### config.mk
export PLATFORM = sky130hd
export DESIGN_NAME = lcd_bus_reader_flat
export DESIGN_NICKNAME = d
export VERILOG_FILES = /design/src/rtl/lcd_pkg.sv /design/src/rtl/lcd_bus_reader_if.sv /design/src/rtl/lcd_phase_timer.sv /design/src/rtl/lcd_bus_reader.sv /design/src/flat_wrapper.sv
export SDC_FILE = /design/constraint.sdc
export NUM_CORES = 1
export LEC_CHECK = 0
export ABC_AREA = 1
export CAP_MARGIN = 20
export CORE_MARGIN = 1.5
export CORE_UTILIZATION = 35
export DETAILED_ROUTE_END_ITERATION = 12
export PLACE_DENSITY_LB_ADDON = 0.15
export SLEW_MARGIN = 25
export SYNTH_ARGS = -nofsm -noshare
export SYNTH_HDL_FRONTEND = slang
export SYNTH_SLANG_ARGS = --single-unit
### constraint.sdc
create_clock -name clk -period 2.6 [get_ports clk]
set_clock_uncertainty 0.05 [all_clocks]
set_input_delay 0.52 -clock clk [delete_from_list [all_inputs] [get_ports clk]]
set_output_delay 0.52 -clock clk [all_outputs]
set_load 0.005 [all_outputs]
### src/rtl/lcd_pkg.sv
// -----------------------------------------------------------------------------
// lcd_pkg
// Shared definitions for the HD44780 LCD blocks (bus reader and write
// controller): operation modes, the reader state enum, default bus timing
// in system clocks (50 MHz) and small helper functions.
// -----------------------------------------------------------------------------
package lcd_pkg;

  // Operation select values carried with a start request.
  localparam logic [1:0] MODE_STATUS = 2'd0;
  localparam logic [1:0] MODE_DATA   = 2'd1;
  localparam logic [1:0] MODE_POLL   = 2'd2;

  // Default bus timing, in clock cycles at 50 MHz.
  localparam int T_SETUP   = 4;     // RS/RW stable before EN rises (80 ns)
  localparam int T_EN_HIGH = 16;    // EN high time (320 ns)
  localparam int T_HOLD    = 4;     // RS/RW held after EN falls
  localparam int T_GAP     = 8;     // idle bus time between poll reads
  localparam int POLL_MAX  = 2500;  // reads per poll before giving up

  typedef enum logic [2:0] {
    ST_IDLE,
    ST_SETUP,
    ST_EN_HIGH,
    ST_HOLD,
    ST_GAP,
    ST_DONE
  } state_e;

  // Mode 3 is undefined on the bus and behaves as a status read.
  function automatic logic [1:0] normalize_mode(input logic [1:0] mode);
    return (mode == MODE_DATA || mode == MODE_POLL) ? mode : MODE_STATUS;
  endfunction

  function automatic int max_int(input int a, input int b);
    return (a > b) ? a : b;
  endfunction

endpackage

### src/rtl/lcd_bus_reader_if.sv
// -----------------------------------------------------------------------------
// lcd_bus_reader_if
// Request/result handshake plus the LCD pins used by the bus reader.
//   start    : request pulse, honoured only while ready=1
//   mode     : operation select sampled with start
//   ready    : reader idle
//   valid    : one-cycle result strobe
//   data     : last byte captured from the LCD bus
//   bf, addr : busy flag / address counter from the last status or poll read
//   timeout  : last poll ended with the busy flag still set
//   lcd_data : LCD data bus, only ever read by the reader
//   lcd_rw, lcd_en, lcd_rs : LCD control pins driven by the reader
// master = requester side, slave = the reader itself.
// -----------------------------------------------------------------------------
interface lcd_bus_reader_if;
  logic       start;
  logic [1:0] mode;
  logic       ready;
  logic       valid;
  logic [7:0] data;
  logic       bf;
  logic [6:0] addr;
  logic       timeout;
  wire  [7:0] lcd_data;
  logic       lcd_rw;
  logic       lcd_en;
  logic       lcd_rs;

  modport master (
    output start, mode,
    input  ready, valid, data, bf, addr, timeout,
    input  lcd_data, lcd_rw, lcd_en, lcd_rs
  );

  modport slave (
    input  start, mode, lcd_data,
    output ready, valid, data, bf, addr, timeout,
    output lcd_rw, lcd_en, lcd_rs
  );
endinterface

### src/rtl/lcd_phase_timer.sv
// -----------------------------------------------------------------------------
// lcd_phase_timer
// Loadable down-counter timing one FSM phase. Loading a length L makes done
// assert during the L-th cycle after the load edge, so a phase entered on
// edge e is left on edge e+L.
//   clk, rst   : clock, asynchronous active-high reset
//   load       : reload the counter (asserted on every state entry)
//   load_value : phase length in cycles, must be >= 1
//   done       : phase has reached its last cycle
// -----------------------------------------------------------------------------
module lcd_phase_timer #(
  parameter int WIDTH = 5
) (
  input  logic             clk,
  input  logic             rst,
  input  logic             load,
  input  logic [WIDTH-1:0] load_value,
  output logic             done
);

  logic [WIDTH-1:0] count;

  // NOTE: sequential state is written with non-blocking assignments only, so
  // every flop samples the pre-edge values regardless of block ordering.
  always_ff @(posedge clk or posedge rst) begin
    if (rst) begin
      count <= '0;
    end else if (load) begin
      count <= load_value - 1'b1;
    end else if (count != '0) begin
      count <= count - 1'b1;
    end
  end

  assign done = (count == '0);

endmodule

### src/rtl/lcd_bus_reader.sv
// -----------------------------------------------------------------------------
// lcd_bus_reader
// Reads the HD44780 over its 8-bit bus: single status reads, single data reads
// (DDRAM/CGRAM byte at the address counter) and busy-flag polling with a read
// limit. Shares the LCD pins with the write controller through external
// muxing and never drives the data bus.
//   clk : 50 MHz system clock
//   rst : asynchronous reset, active-high
//   bus : lcd_bus_reader_if.slave (request/result handshake and LCD pins)
// All outputs are registered from the current state, so the pins trail the
// FSM by one cycle: RS/RW move on the edge after a start is accepted.
// -----------------------------------------------------------------------------
module lcd_bus_reader
  import lcd_pkg::*;
#(
  parameter int SETUP_CYC   = T_SETUP,
  parameter int EN_HIGH_CYC = T_EN_HIGH,
  parameter int HOLD_CYC    = T_HOLD,
  parameter int GAP_CYC     = T_GAP,
  parameter int MAX_POLLS   = POLL_MAX
) (
  input logic          clk,
  input logic          rst,
  lcd_bus_reader_if.slave bus
);

  localparam int MAX_PHASE = max_int(max_int(SETUP_CYC, EN_HIGH_CYC),
                                     max_int(HOLD_CYC, GAP_CYC));
  localparam int TW = $clog2(MAX_PHASE + 1);
  localparam int CW = $clog2(MAX_POLLS + 1);

  state_e        state, next_state;
  logic [1:0]    mode_q;
  logic [CW-1:0] poll_cnt;
  logic [CW-1:0] cnt_now;
  logic          bf_now;
  logic          accept;
  logic          capture;
  logic          poll_timeout;
  logic          timer_load;
  logic [TW-1:0] timer_len;
  logic          timer_done;
  logic          in_read;

  lcd_phase_timer #(.WIDTH(TW)) u_timer (
    .clk        (clk),
    .rst        (rst),
    .load       (timer_load),
    .load_value (timer_len),
    .done       (timer_done)
  );

  assign accept  = bus.start && bus.ready && (state == ST_IDLE);

  // EN is registered one cycle behind the state, so the first HOLD cycle is
  // the one whose closing edge drops EN: the single capture edge of a read.
  assign capture = (state == ST_HOLD) && bus.lcd_en;

  // Busy flag and read count as they stand once the current read is counted,
  // so the HOLD exit decision is right even for a one-cycle HOLD phase.
  assign bf_now  = capture ? bus.lcd_data[7] : bus.bf;
  assign cnt_now = capture ? poll_cnt + 1'b1 : poll_cnt;

  assign poll_timeout = (mode_q == MODE_POLL) && bf_now &&
                        (cnt_now == CW'(MAX_POLLS));

  assign in_read = (state == ST_SETUP) || (state == ST_EN_HIGH) ||
                   (state == ST_HOLD);

  always_ff @(posedge clk or posedge rst) begin
    if (rst) begin
      state <= ST_IDLE;
    end else begin
      state <= next_state;
    end
  end

  // NOTE: every signal assigned here gets a default first, so no path can
  // leave one unassigned and infer a latch.
  always_comb begin
    next_state = state;
    timer_len  = TW'(1);
    case (state)
      ST_IDLE:    if (accept)     next_state = ST_SETUP;
      ST_SETUP:   if (timer_done) next_state = ST_EN_HIGH;
      ST_EN_HIGH: if (timer_done) next_state = ST_HOLD;
      ST_HOLD: begin
        if (timer_done) begin
          if (mode_q == MODE_POLL && bf_now && !poll_timeout) begin
            next_state = ST_GAP;
          end else begin
            next_state = ST_DONE;
          end
        end
      end
      ST_GAP:     if (timer_done) next_state = ST_SETUP;
      ST_DONE:    next_state = ST_IDLE;
      default:    next_state = ST_IDLE;
    endcase

    case (next_state)
      ST_SETUP:   timer_len = TW'(SETUP_CYC);
      ST_EN_HIGH: timer_len = TW'(EN_HIGH_CYC);
      ST_HOLD:    timer_len = TW'(HOLD_CYC);
      ST_GAP:     timer_len = TW'(GAP_CYC);
      default:    timer_len = TW'(1);
    endcase

    timer_load = (next_state != state);
  end

  // Request context: mode and poll read counter.
  always_ff @(posedge clk or posedge rst) begin
    if (rst) begin
      mode_q   <= MODE_STATUS;
      poll_cnt <= '0;
    end else if (accept) begin
      mode_q   <= normalize_mode(bus.mode);
      poll_cnt <= '0;
    end else if (capture) begin
      poll_cnt <= poll_cnt + 1'b1;
    end
  end

  // Bus pins and handshake, registered from the current state.
  always_ff @(posedge clk or posedge rst) begin
    if (rst) begin
      bus.ready  <= 1'b1;
      bus.valid  <= 1'b0;
      bus.lcd_en <= 1'b0;
      bus.lcd_rw <= 1'b0;
      bus.lcd_rs <= 1'b0;
    end else begin
      bus.ready  <= (state == ST_IDLE) && !accept;
      bus.valid  <= (state == ST_DONE);
      bus.lcd_en <= (state == ST_EN_HIGH);
      bus.lcd_rw <= in_read;
      bus.lcd_rs <= in_read && (mode_q == MODE_DATA);
    end
  end

  // Captured results. Data reads leave the last status untouched.
  always_ff @(posedge clk or posedge rst) begin
    if (rst) begin
      bus.data    <= 8'h00;
      bus.bf      <= 1'b0;
      bus.addr    <= 7'h00;
      bus.timeout <= 1'b0;
    end else begin
      if (capture) begin
        bus.data <= bus.lcd_data;
        if (mode_q != MODE_DATA) begin
          bus.bf   <= bus.lcd_data[7];
          bus.addr <= bus.lcd_data[6:0];
        end
      end
      if (accept) begin
        bus.timeout <= 1'b0;
      end else if (state == ST_HOLD && timer_done && poll_timeout) begin
        bus.timeout <= 1'b1;
      end
    end
  end

endmodule

### src/flat_wrapper.sv
// flat-port wrapper written by rule: the top's interface ports become plain ports
module lcd_bus_reader_flat import lcd_pkg::*;
#(
  parameter int SETUP_CYC   = T_SETUP,
  parameter int EN_HIGH_CYC = T_EN_HIGH,
  parameter int HOLD_CYC    = T_HOLD,
  parameter int GAP_CYC     = T_GAP,
  parameter int MAX_POLLS   = POLL_MAX
)
  (clk, rst, bus_start, bus_mode, bus_lcd_data, bus_ready, bus_valid, bus_data, bus_bf, bus_addr, bus_timeout, bus_lcd_rw, bus_lcd_en, bus_lcd_rs);
  lcd_bus_reader_if bus_i ();
  input logic clk;
  input logic rst;
  input wire logic [$bits(bus_i.start)-1:0] bus_start;
  input wire logic [$bits(bus_i.mode)-1:0] bus_mode;
  input wire logic [$bits(bus_i.lcd_data)-1:0] bus_lcd_data;
  output wire logic [$bits(bus_i.ready)-1:0] bus_ready;
  output wire logic [$bits(bus_i.valid)-1:0] bus_valid;
  output wire logic [$bits(bus_i.data)-1:0] bus_data;
  output wire logic [$bits(bus_i.bf)-1:0] bus_bf;
  output wire logic [$bits(bus_i.addr)-1:0] bus_addr;
  output wire logic [$bits(bus_i.timeout)-1:0] bus_timeout;
  output wire logic [$bits(bus_i.lcd_rw)-1:0] bus_lcd_rw;
  output wire logic [$bits(bus_i.lcd_en)-1:0] bus_lcd_en;
  output wire logic [$bits(bus_i.lcd_rs)-1:0] bus_lcd_rs;
  assign bus_i.start = bus_start;
  assign bus_i.mode = bus_mode;
  assign bus_i.lcd_data = bus_lcd_data;
  assign bus_ready = bus_i.ready;
  assign bus_valid = bus_i.valid;
  assign bus_data = bus_i.data;
  assign bus_bf = bus_i.bf;
  assign bus_addr = bus_i.addr;
  assign bus_timeout = bus_i.timeout;
  assign bus_lcd_rw = bus_i.lcd_rw;
  assign bus_lcd_en = bus_i.lcd_en;
  assign bus_lcd_rs = bus_i.lcd_rs;
  lcd_bus_reader #(.SETUP_CYC(SETUP_CYC), .EN_HIGH_CYC(EN_HIGH_CYC), .HOLD_CYC(HOLD_CYC), .GAP_CYC(GAP_CYC), .MAX_POLLS(MAX_POLLS)) u_core (.clk(clk), .rst(rst), .bus(bus_i));
endmodule
run_1/port_trees.png
Bar = 20 µm.
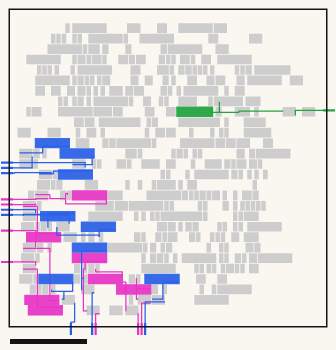
[bus_data] blue | bits: 8 | direction: output | end cells: 8 | buffers: 8 | wire: 202 µm
[bus_addr] magenta | bits: 7 | direction: output | end cells: 7 | buffers: 7 | wire: 179 µm
[bus_lcd_en] green | bits: 1 | direction: output | end cells: 1 | buffers: 1 | wire: 30.7 µm
Port Buf Inserts: 34
IO Pins: 35

run_1/floorplan.png
Bar = 20 µm. Pins as bars on the die edge. Tap cells in grey.
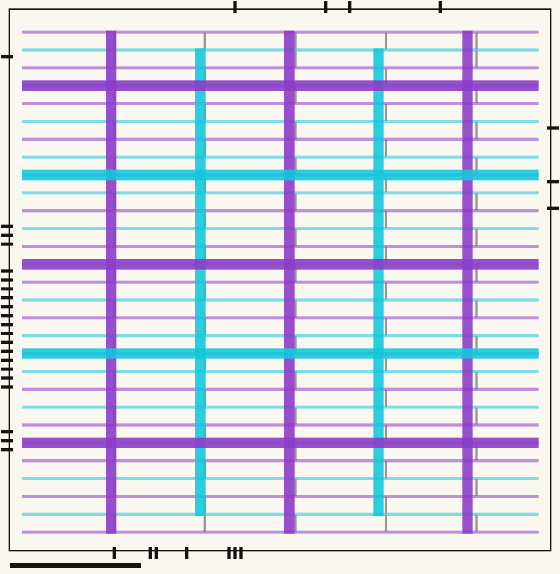
[VSS] purple
[VDD] cyan
tap cells: 75
met4 straps: 5
met5 straps: 5
Die Width: 82.3 µm
maximum vdd drop: 0.540 mV
die height: 82.3 µm

==> impl_metrics.json, run 1 <==
{
  "synth.distinct_cells": 28,
  "ys.flops": 44,
  "edf_count": 0,
  "worst_slack_ns": -0.0296,
  "clk_path_buf_depth": 2,
  "firstDrtPassIters": 4,
  "antenna_found_initial": 0,
  "p_seq_frac": 0.361,
  "n_fill_cell": 567,
  "hold_viol": 0,
  "status": "finished, violations left",
  "power_mw": 2.58,
  "comb_share": 0.307,
  "p_comb_frac": 0.357,
  "synth.logic.top_family": "simple AND/OR/NAND/NOR gates",
  "biggestCellCategory": "registers",
  "finalSetupViolations": 1,
  "reg2reg_from": "u_core.state[2]$_DFF_PP0_",
  "inv_count": 47,
  "grt_first_pass_wirelength_um": 8730,
  "path_buffers": 5,
  "final_cells": 433,
  "synth_cells": 288,
  "avgSynthCellArea_um2": 7.63,
  "violations": "negative setup slack"
}
run_1/util_map.png
Bar = 20 µm. The die is cut into 8 by 8 equal tiles; white is low, dark blue is high, 0 to 100% covered.
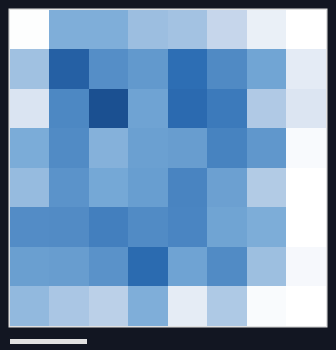
mean over tiles: 44%
fullest tile: 87%
tiles over 75% full: 6.2%
emptiest ninth of the die: south-east
fp_density: 0.367
utilization after layout: 0.518
Placeable Area: 5990 µm²

run_1/ff_map.png
Bar = 20 µm.
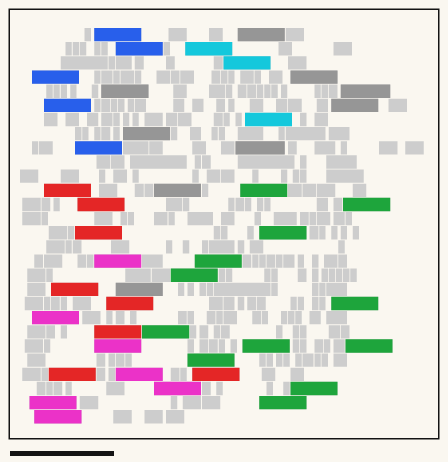
[u_core.bus.addr] magenta | placed flops: 7 | where: south-west
[u_core.bus.data] red | placed flops: 8
[u_core.poll_cnt] green | placed flops: 12
[u_core.state] cyan | placed flops: 3
[u_core.u_timer.count] blue | placed flops: 5 | where: north-west
not coloured: 9
sequential share of cell area: 0.356
Flop area: 1100 µm²

--- run 2 (diff from run 1) ---
--- a/config.mk
+++ b/config.mk
@@ -9,7 +9,9 @@
 export CAP_MARGIN = 20
 export CORE_MARGIN = 1.5
 export CORE_UTILIZATION = 35
+export CTS_CLUSTER_SIZE = 10
 export DETAILED_ROUTE_END_ITERATION = 12
+export MAX_ROUTING_LAYER = met4
 export PLACE_DENSITY_LB_ADDON = 0.15
 export SLEW_MARGIN = 25
 export SYNTH_ARGS = -nofsm -noshare
run_2/ff_map.png
Bar = 20 µm.
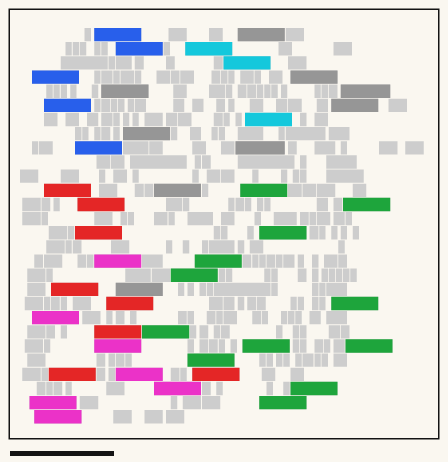
[u_core.poll_cnt] green | placed flops: 12
[u_core.u_timer.count] blue | placed flops: 5 | where: north-west
[u_core.state] cyan | placed flops: 3
[u_core.bus.data] red | placed flops: 8
[u_core.bus.addr] magenta | placed flops: 7 | where: south-west
P_seq: 0.930 mW

==> run 2 against run 1 <==
- the flow still finishes with violations (negative setup slack)
- sequential share of layout area is the same
- flip-flop count unchanged
- setup slack better by 0.0072 ns
- critical path depth stayed put
- routed wire length is 0.18% higher
- die area unchanged
- non-clock buffer count stayed put
- critical endpoint unchanged
==> impl_metrics.json, run 2 <==
{
  "reg2reg_from": "u_core.state[2]$_DFF_PP0_",
  "inv_count": 47,
  "violations": "negative setup slack",
  "power_mw": 2.58,
  "biggestCellCategory": "registers",
  "fp.dieW_um": 82.3,
  "ys.flops": 44,
  "worst_slack_ns": -0.0224,
  "ff_latch_area_um2": 1100,
  "synth.logic.top_family": "simple AND/OR/NAND/NOR gates",
  "status": "finished, violations left",
  "avgSynthCellArea_um2": 7.63,
  "die_h_um": 82.3,
  "n_fill_cell": 567,
  "path_buffers": 5,
  "synth.distinct_cells": 28,
  "core-area_um2": 5990,
  "io_pins": 35,
  "clk_path_buf_depth": 2,
  "p_comb_frac": 0.357,
  "finalSetupViolations": 1,
  "final_core_util": 0.518
}
Power is estimated from default activity; no workload was simulated.
